logic_types.png
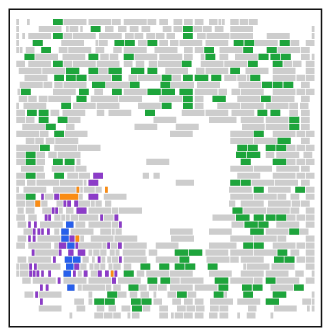
placement_by_type.png
Bar = 20 microns. Fill, decap, tap and diode cells in gray.
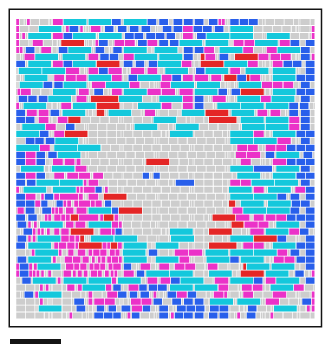
==> config.mk <==
export PLATFORM = sky130hd
export DESIGN_NAME = imem_loader
export DESIGN_NICKNAME = d
export VERILOG_FILES = /design/src/rtl/imem_loader.sv
export SDC_FILE = /design/constraint.sdc
export NUM_CORES = 1
export LEC_CHECK = 0
export CORE_AREA = 2 2 119 121
export DETAILED_ROUTE_END_ITERATION = 8
export DIE_AREA = 0 0 121 123
export HOLD_SLACK_MARGIN = 0.1
export PLACE_DENSITY = 0.95
export SLEW_MARGIN = 40
export SYNTH_ARGS = -nofsm -noshare
export SYNTH_HDL_FRONTEND = slang
export SYNTH_SLANG_ARGS = --single-unit
==> constraint.sdc <==
create_clock -name clk -period 2.4 [get_ports clk]
set_input_delay 0.48 -clock clk [delete_from_list [all_inputs] [get_ports clk]]
set_output_delay 0.48 -clock clk [all_outputs]
set_load 0.02 [all_outputs]
==> flow_metrics.env <==
# source this file to load flow results
export IMPL_mux_share_pct=24.8
export IMPL_drt_wl_total_microns=14900
export IMPL_timing_slew_headroom_pct=63.6
export IMPL_drive_above_1_share_pct=28.3
export IMPL_synth_yosys_chip_area_sq_mm=0.00651
export IMPL_drt_iter0_markers=241
export IMPL_finalClockPeriodUsage_pct=95.4
export IMPL_status="finished, final reports clean"
export IMPL_synthesis_area_sq_mm=0.00651
export IMPL_synth_top_area_share_pct=57.6
export IMPL_maxCapViolations=0
export IMPL_maxSlewViolCount=0
export IMPL_leakage_nw=4.24
export IMPL_syn_to_final_growth_pct=40.3
export IMPL_route_vias_total=4306
export IMPL_ff_type="dfrtp_1"
export IMPL_finalCriticalPeriod_ps=2290
export IMPL_power_density_mw_per_mm2=1310
export IMPL_gp_congestion=0.833
export IMPL_yosysUniqueCellTypes=37
export IMPL_n_antenna_cell=0
export IMPL_netlist_instances=457
export IMPL_r2r_setup_slack_ps=440
export IMPL_edf_count=0
export IMPL_grtUsageTotal_pct=20.2
export IMPL_critical_path_max_fanout=8
export IMPL_setup_viol=0
export IMPL_p_seq_share_pct=35.0
export IMPL_clk_latency_ps=410
export IMPL_async_flop_share_pct=100
export IMPL_switching_share_pct=33.4
export IMPL_cts_sinks=150
export IMPL_clk_pin_slew_ps=60
export IMPL_ys_warn_count=0
export IMPL_top_cell="dfrtp_1"
export IMPL_critPathRequiredTime_ps=1920
export IMPL_p_clk_share_pct=22.9
export IMPL_area_leaders="dfrtp_1, mux2_2, mux2_4"
export IMPL_ys_sh_xor_pct=1.21
export IMPL_aoi_share_pct=2.44
export IMPL_portBuffers=198
export IMPL_largest_reg_flops=128
export IMPL_nets=726
export IMPL_max_slew_worst_pin_slew_ps=546
export IMPL_dp_cells=825
export IMPL_grt_pass1_wl_microns=23200
export IMPL_clockBufferDepth=2
export IMPL_grt_ovfl_total=0
export IMPL_ys_cells=457
export IMPL_die_y_microns=123
export IMPL_cts_setup_buffers=0
export IMPL_grt_max_degree=55
export IMPL_p_int_mw=7.95
export IMPL_first_pass_iters=4
export IMPL_htreeDepth=4
export IMPL_antenna_found_initial=0
export IMPL_worstPathArrival_ps=1810
export IMPL_synth_largest_area_cell="dfrtp_1"
export IMPL_finalNonFillerCells=858
export IMPL_top_cells_by_count="dfrtp_1, mux2_2, nand2_1"
export IMPL_ant_nets=0
export IMPL_root_buffer="clkbuf_16"
export IMPL_fmax_mhz=437
export IMPL_die_w_microns=121
export IMPL_chip_area_sq_mm=0.0149
export IMPL_drc_errors=0
export IMPL_syn_area_per_cell_sq_um=14.3
export IMPL_p_sw_mw=3.99
export IMPL_numCtsBuffers=17
export IMPL_finalPower_mw=11.9
export IMPL_post_drt_wl_per_cell_microns=17.4
export IMPL_finalHoldViolCount=0
export IMPL_cp_end_kind="output pin"
export IMPL_rsz0062_at_grt="false"
export IMPL_top_logic_kind="multiplexers"
export IMPL_cts_tree="yes"
export IMPL_hpwl_microns=10800
export IMPL_viasPerCell=5.02
export IMPL_fp_utilization_pct=47.9
export IMPL_r2r_cells=7
export IMPL_core_area_sq_mm=0.0136
export IMPL_ys_flops=150
export IMPL_critPathLaunchType="flip-flop"
export IMPL_crit_type="flip-flop to output pin"
export IMPL_skew_ps=5.35
export IMPL_hold_class="flip-flop to flip-flop"
export IMPL_hold_depth=1
export IMPL_grt_pass1_vias=4573
export IMPL_comb_power_share_pct=42.2
export IMPL_synth_seq_share_pct=57.6
export IMPL_num_fill_cells=939
export IMPL_io_pins=231
export IMPL_ys_sh_simple_pct=5.95
export IMPL_warnings=30
export IMPL_final_setup_tns_ps=0
export IMPL_holdWs_ps=505
export IMPL_irDropWorstVdd_uv=720
export IMPL_adder_share_pct=1.15
## Picture notes: logic_types.png
Key: nand cells = purple [cells 55, most used nand2_1, where bottom left]; mux cells = green [cells 137, most used mux2_2, where spread over the die]; nor cells = orange [cells 6, most used nor2_1, where left middle]; xor and xnor cells = blue [cells 9, most used xnor2_1, where bottom left]
multi-input combinational area share: 26.8%
Commonest Layout Cell: clkdlybuf4s50_1

## Picture notes: placement_by_type.png
Key: sequential cells = cyan [cells 150]; combinational and other logic = magenta [cells 287]; remaining buffers and delay cells = blue [cells 209]; clock drivers and dummy loads = red [cells 32]
Final Util: 67.2%
flop share of the area: 41.1%
row count: 43
Final Cell Area: 0.00914 sq mm

-- critical path, cell delays in order (launching register included) --
cell and delay (ps):
dfrtp_1 380, buf_4 170, nor2b_1 110, buf_4 150, clkdlybuf4s50_1 610
-- area by class of cell --
cell class | count | area, sq um | area share (%)
sequential | 150 | 3750 | 41.1
inverter | 5 | 18.8 | 0.205
clock buffer | 22 | 474 | 5.19
tap | 180 | 225 | 2.46
clock inverter | 10 | 144 | 1.57
timing repair buffer | 209 | 2080 | 22.8
multi-input combinational | 282 | 2450 | 26.8
-- power groups by stage --
stage | combinational (mW) | clock, mW | sequential (mW)
floorplan | 1.48 | 0 | 5.27
global placement | 4.93 | 0 | 4.13
detailed placement | 5.09 | 0 | 4.22
CTS | 5.09 | 2.79 | 4.18
global route | 5.30 | 2.90 | 4.29
finish | 5.03 | 2.73 | 4.18
-- what timing repair did --
item | CTS | global route
endpoints found under the setup margin | 10 | 0
hold buffers | 1 | 0
gates resized | 10 | 0
endpoints found under the hold margin | 52 | 0
-- placed cells by master, fill, tap and decap left out, types with 3 or more instances in the layout --
cell	count
or3_2	3
nand2_4	4
o21ai_0	10
nand3_1	8
mux2_2	117
clkbuf_8	3
buf_4	8
nand2_1	37
nand4_1	3
a21oi_1	8
bufinv_16	3
mux2_4	20
ha_1	6
nor2_1	3
dfrtp_1	150
clkbuf_16	17
conb_1	32
xnor2_1	9
inv_1	5
dlygate4sd2_1	10
clkdlybuf4s50_1	187
-- metrics by stage --
| step | utilization (%) | instance area, sq um | setup slack [ps] |
|---|---|---|---|
| floorplan | - | 6630 | 480 |
| global placement | 62.6 | 8520 | 161 |
| detailed placement | 62.6 | 8520 | 162 |
| CTS | 67.1 | 9140 | 91.0 |
| global route | 67.2 | 9140 | 22.6 |
| finish | 67.2 | 9140 | 109 |
-- routing by layer --
layer | GRT usage, % | vias to the layer above | share of wire [%]
met2 | 36.4 | 176 | 53
met3 | 4.98 | 23 | 5.8
met5 | 0 | - | 0
met4 | 7.49 | 0 | 1.6
met1 | 23.4 | 2167 | 39
li1 | - | 1940 | -
-- cells by family after synthesis --
logic type,count (synthesis)
xor+xnor,9
buf+inv,56
mux,137
simple gates,72
flops,150
fa+ha+maj,6
compound gates,26
other cells,1
Power and IR drop assume default switching activity.
